## src/rtl/apu_dmc_pkg.sv

```systemverilog
// Shared constants for the APU delta-modulation channel: rate period tables,
// register offsets and the register-file layout.
package apu_dmc_pkg;

  localparam logic [15:0] START_BASE = 16'hC000;

  localparam logic [1:0] REG_CTRL  = 2'd0;  // $4010
  localparam logic [1:0] REG_LEVEL = 2'd1;  // $4011
  localparam logic [1:0] REG_START = 2'd2;  // $4012
  localparam logic [1:0] REG_LEN   = 2'd3;  // $4013

  typedef logic [8:0] period_t;

  localparam period_t NTSC_PERIOD [16] = '{
    9'd428, 9'd380, 9'd340, 9'd320, 9'd286, 9'd254, 9'd226, 9'd214,
    9'd190, 9'd160, 9'd142, 9'd128, 9'd106, 9'd84,  9'd72,  9'd54
  };

  localparam period_t PAL_PERIOD [16] = '{
    9'd398, 9'd354, 9'd316, 9'd298, 9'd276, 9'd236, 9'd210, 9'd198,
    9'd176, 9'd148, 9'd132, 9'd118, 9'd98,  9'd78,  9'd66,  9'd50
  };

  typedef struct packed {
    logic       irq_en;
    logic       loop;
    logic [3:0] rate;
    logic [7:0] start;  // raw $4012 value
    logic [7:0] len;    // raw $4013 value
  } dmc_regs_t;

  function automatic period_t rate_period(input logic pal, input logic [3:0] rate);
    return pal ? PAL_PERIOD[rate] : NTSC_PERIOD[rate];
  endfunction

endpackage

```

## src/rtl/dmc_output_unit.sv

```systemverilog
// DMC output unit: rate timer, 8-bit shifter, bit counter, silence flag and
// the 7-bit DAC level. Pulls a byte from the sample buffer at each byte boundary.
module dmc_output_unit
  import apu_dmc_pkg::*;
#(
  parameter bit PAL = 1'b0
) (
  input  logic       clk_i,
  input  logic       rst_n_i,
  input  logic       ce_i,
  input  logic [3:0] rate_i,
  input  logic       lvl_wr_i,
  input  logic [6:0] lvl_din_i,
  input  logic       buf_full_i,
  input  logic [7:0] buf_data_i,
  output logic       buf_take_o,
  output logic [6:0] level_o
);

  logic [8:0] r_timer;
  logic [7:0] r_shift;
  logic [3:0] r_bits_rem;
  logic       r_silence;
  logic [6:0] r_level;

  logic       w_tick;
  logic       w_byte_end;
  logic [6:0] w_level_nxt;

  assign w_tick     = ce_i && (r_timer == 9'd0);
  assign w_byte_end = w_tick && (r_bits_rem == 4'd1);
  assign buf_take_o = w_byte_end && buf_full_i;
  assign level_o    = r_level;

  // Level saturates by holding rather than stepping past 0 or 127.
  always_comb begin
    w_level_nxt = r_level;
    if (!r_silence) begin
      if (r_shift[0] && (r_level <= 7'd125))
        w_level_nxt = r_level + 7'd2;
      else if (!r_shift[0] && (r_level >= 7'd2))
        w_level_nxt = r_level - 7'd2;
    end
  end

  always_ff @(posedge clk_i or negedge rst_n_i) begin
    if (!rst_n_i) begin
      r_timer    <= rate_period(PAL, 4'd0) - 9'd1;
      r_shift    <= 8'd0;
      r_bits_rem <= 4'd8;
      r_silence  <= 1'b1;
      r_level    <= 7'd0;
    end else if (ce_i) begin
      if (r_timer == 9'd0)
        r_timer <= rate_period(PAL, rate_i) - 9'd1;
      else
        r_timer <= r_timer - 9'd1;

      if (w_tick) begin
        r_shift <= r_shift >> 1;
        if (w_byte_end) begin
          r_bits_rem <= 4'd8;
          if (buf_full_i) begin
            r_shift   <= buf_data_i;
            r_silence <= 1'b0;
          end else begin
            r_silence <= 1'b1;
          end
        end else begin
          r_bits_rem <= r_bits_rem - 4'd1;
        end
      end

      // A CPU write to $4011 overrides the output-unit step in the same cycle.
      if (lvl_wr_i)
        r_level <= lvl_din_i;
      else if (w_tick)
        r_level <= w_level_nxt;
    end
  end

endmodule

```

## src/rtl/dmc_sample_reader.sv

```systemverilog
// APU DMC top: $4010-$4013 register file, sample fetch engine with the
// requesting side of the DMA handshake, IRQ flag, and the output unit.
module dmc_sample_reader
  import apu_dmc_pkg::*;
#(
  parameter bit PAL = 1'b0
) (
  input  logic        clk_i,
  input  logic        rst_n_i,
  input  logic        ce_i,
  input  logic        reg_wr_i,
  input  logic [1:0]  reg_addr_i,
  input  logic [7:0]  reg_din_i,
  input  logic        en_wr_i,
  input  logic        en_val_i,
  output logic        dma_req_o,
  output logic [15:0] dma_addr_o,
  input  logic        dma_ack_i,
  input  logic [7:0]  dma_data_i,
  output logic [6:0]  level_o,
  output logic        active_o,
  output logic        irq_o
);

  dmc_regs_t   r_regs;
  logic [14:0] r_cur_addr;   // bit 15 of the fetch address is always 1
  logic [11:0] r_bytes_rem;
  logic [7:0]  r_buf;
  logic        r_full;
  logic        r_irq;

  logic        w_req;
  logic        w_ack;
  logic        w_take;
  logic        w_dis;
  logic        w_en_start;
  logic        w_last;
  logic        w_irq_set;
  logic        w_irq_clr;
  logic        w_lvl_wr;
  logic [14:0] w_start_addr;
  logic [11:0] w_length;

  assign w_start_addr = START_BASE[14:0] + {1'b0, r_regs.start, 6'b0};
  assign w_length     = {r_regs.len, 4'b0} + 12'd1;

  // DMA handshake: dma_req_o/dma_addr_o stay stable while the buffer is empty
  // and bytes remain; a ce cycle with dma_ack_i=1 while dma_req_o=1 transfers
  // dma_data_i and drops the request on that same edge. An ack without a
  // pending request is ignored; a disable write cancels the request.
  assign w_req      = !r_full && (r_bytes_rem != 12'd0);
  assign w_ack      = ce_i && dma_ack_i && w_req;
  assign w_dis      = ce_i && en_wr_i && !en_val_i;
  assign w_en_start = ce_i && en_wr_i && en_val_i && (r_bytes_rem == 12'd0);
  assign w_last     = (r_bytes_rem == 12'd1);
  assign w_irq_set  = w_ack && w_last && !r_regs.loop && r_regs.irq_en && !w_dis;
  assign w_irq_clr  = ce_i && (en_wr_i ||
                      (reg_wr_i && (reg_addr_i == REG_CTRL) && !reg_din_i[7]));
  assign w_lvl_wr   = ce_i && reg_wr_i && (reg_addr_i == REG_LEVEL);

  assign dma_req_o  = w_req;
  assign dma_addr_o = {1'b1, r_cur_addr};
  assign active_o   = (r_bytes_rem != 12'd0);
  assign irq_o      = r_irq;

  always_ff @(posedge clk_i or negedge rst_n_i) begin
    if (!rst_n_i) begin
      r_regs <= '0;
    end else if (ce_i && reg_wr_i) begin
      case (reg_addr_i)
        REG_CTRL: begin
          r_regs.irq_en <= reg_din_i[7];
          r_regs.loop   <= reg_din_i[6];
          r_regs.rate   <= reg_din_i[3:0];
        end
        REG_START: r_regs.start <= reg_din_i;
        REG_LEN:   r_regs.len   <= reg_din_i;
        default:   ;
      endcase
    end
  end

  always_ff @(posedge clk_i or negedge rst_n_i) begin
    if (!rst_n_i) begin
      r_cur_addr  <= START_BASE[14:0];
      r_bytes_rem <= 12'd0;
    end else if (ce_i) begin
      // 15-bit increment wraps $FFFF to $8000 because bit 15 is implied.
      if (w_ack)
        r_cur_addr <= r_cur_addr + 15'd1;

      if (w_dis) begin
        r_bytes_rem <= 12'd0;
      end else if (w_en_start) begin
        r_cur_addr  <= w_start_addr;
        r_bytes_rem <= w_length;
      end else if (w_ack) begin
        if (w_last && r_regs.loop) begin
          r_cur_addr  <= w_start_addr;
          r_bytes_rem <= w_length;
        end else begin
          r_bytes_rem <= r_bytes_rem - 12'd1;
        end
      end
    end
  end

  always_ff @(posedge clk_i or negedge rst_n_i) begin
    if (!rst_n_i) begin
      r_buf  <= 8'd0;
      r_full <= 1'b0;
      r_irq  <= 1'b0;
    end else if (ce_i) begin
      if (w_ack) begin
        r_buf  <= dma_data_i;
        r_full <= 1'b1;
      end else if (w_take) begin
        r_full <= 1'b0;
      end

      if (w_irq_clr)
        r_irq <= 1'b0;
      else if (w_irq_set)
        r_irq <= 1'b1;
    end
  end

  dmc_output_unit #(
    .PAL (PAL)
  ) u_output_unit (
    .clk_i      (clk_i),
    .rst_n_i    (rst_n_i),
    .ce_i       (ce_i),
    .rate_i     (r_regs.rate),
    .lvl_wr_i   (w_lvl_wr),
    .lvl_din_i  (reg_din_i[6:0]),
    .buf_full_i (r_full),
    .buf_data_i (r_buf),
    .buf_take_o (w_take),
    .level_o    (level_o)
  );

endmodule

```

## config.mk

```make
export PLATFORM = sky130hd
export DESIGN_NAME = dmc_sample_reader
export DESIGN_NICKNAME = d
export VERILOG_FILES = /design/src/rtl/apu_dmc_pkg.sv /design/src/rtl/dmc_output_unit.sv /design/src/rtl/dmc_sample_reader.sv
export SDC_FILE = /design/constraint.sdc
export NUM_CORES = 1
export LEC_CHECK = 0
export ABC_AREA = 1
export CAP_MARGIN = 10
export CORE_MARGIN = 8
export CORE_UTILIZATION = 28
export CTS_CLUSTER_DIAMETER = 120
export DETAILED_ROUTE_END_ITERATION = 16
export PLACE_DENSITY = 0.5
export SLEW_MARGIN = 10
export SYNTH_ARGS = -nofsm -noshare
export SYNTH_HDL_FRONTEND = slang
export SYNTH_SLANG_ARGS = --single-unit
```

## constraint.sdc

```tcl
create_clock -name clk_i -period 5 [get_ports clk_i]
set_clock_uncertainty 0.2 [all_clocks]
set_input_delay 0.75 -clock clk_i [delete_from_list [all_inputs] [get_ports clk_i]]
set_output_delay 0.75 -clock clk_i [all_outputs]
set_load 0.01 [all_outputs]
```

### M1 wires

The bar under the picture is 50 um long. Supply wires on this layer in gray.
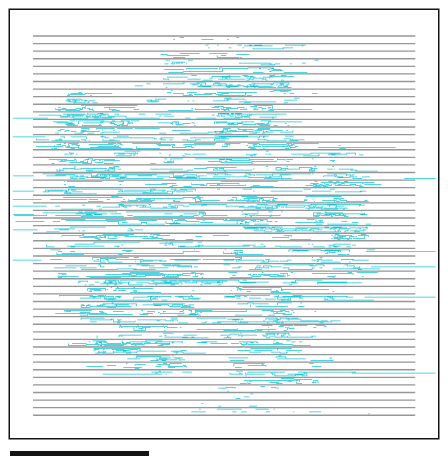
- wire length on this layer: 6690 um
- main direction: horizontal
met1 capacity usage during global routing: 16.3%
total number of vias: 4539

### Met2 routing

Cells faint in the background.
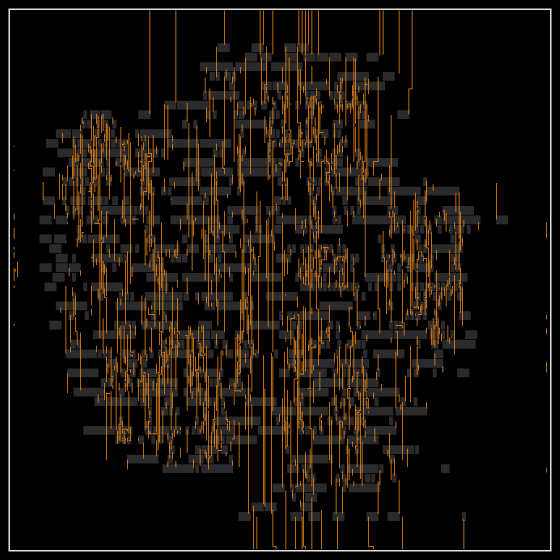
- longest straight run: 59.8 um
- wire length on this layer: 6170 um

==> Flow_metrics.wiki <==
== Flow metrics ==
{| class="wikitable"
! Metric !! Value
|-
| Portion of the layout cell area used by non-clock buffers || 7.84%
|-
| Later-pin clock latency in the skew report || 0.35 ns
|-
| Maximum count of clock buffers along a single path || 2
|-
| Non-Filler Cell Area, Final || 0.00632 sq mm
|-
| Non-clock buffer instance count of the final layout || 50
|-
| Outcome || completed
|-
| Tap cell instance count || 234
|-
| Maximum level of the CTS H-tree || 3
|-
| Largest net degree at the start of global routing || roughly 68
|-
| Uppermost metal layer occupied by signal nets || met4
|-
| Most Used Layer, Global Route || met2
|-
| Worst setup path class || primary input to flop
|-
| Clock transition at the register clock pins on the worst setup and hold paths after CTS || 0.07 ns
|-
| Cell class ranked first by area || logic gates
|-
| Aggregate negative setup slack || 0 ns
|-
| Clkbuf count || 12
|-
| Number of pins exceeding their max-slew limit in the final report || 0
|-
| Average via count per standard cell || 4.52
|-
| Critical-path maximum fanout || 18
|-
| Site row count || about 50
|-
| IO Port Bufs || 49
|-
| Post-synthesis sequential area ratio || roughly two fifths
|}
==> logic make-up after synthesis <==
group	Yosys count	share of synthesized area, %
adder cells (fa/ha/maj)	12	2.84
other	1	0.0709
AND-OR/OR-AND	100	9.95
flip-flops	88	41.8
AND/OR/NAND/NOR	371	32.0
XOR/XNOR	22	3.64
buffers and inverters	128	9.67
==> synth_stat cells (2+ instances only) <==
master	number	area [sq um]
nor2_1	49	184
o22ai_1	7	43.8
nand3_1	54	270
o21ai_0	66	330
nand3_2	3	30.0
clkbuf_1	8	30.0
ha_1	12	150
nor2_2	4	25.0
inv_2	8	30.0
nand2_2	8	50.1
nand2_4	5	56.3
xnor2_1	6	52.6
nor3_1	11	55.1
buf_4	3	22.5
inv_1	101	379
buf_2	6	30.0
dfrtp_1	79	1980
o21ai_1	2	10.0
nand4_1	6	37.5
o211ai_1	3	22.5
nand2_1	216	811
nor2_4	7	78.8
dfstp_2	9	236
xor2_1	16	140
a21oi_1	18	90.1
==> worst paths after layout <==
path | endpoint
worst max-delay path | u_output_unit.level_o[6]
worst min-delay path | u_output_unit.r_timer[7]
worst max register to register | r_cur_addr[3]
worst min register to register | u_output_unit.r_timer[7]
max in group asynchronous | r_cur_addr[14]
min in group asynchronous | r_buf[3]
==> per-stage QoR <==
step	worst slack (ns)	total power [mW]	cells	utilization [%]	hold slack, ns
6_report	1.67	2.97	1004	33.9	0.271
5_1_grt	1.39	3.22	1004	33.9	0.311
4_1_cts	1.63	3.01	1004	33.9	0.269
3_5_place_dp	1.28	2.23	988	32.1	0.261
3_3_place_gp	1.33	2.24	988	32.1	0.260
2_1_floorplan	2.93	1.88	722	-	0.244
==> where the power goes <==
part	internal, mW	switching [mW]	total (mW)
logic	0.472	0.671	1.14
registers	0.891	0.177	1.07
clock network	0.467	0.290	0.758
Power figures rest on the tool's default switching activity, not on a simulated workload.
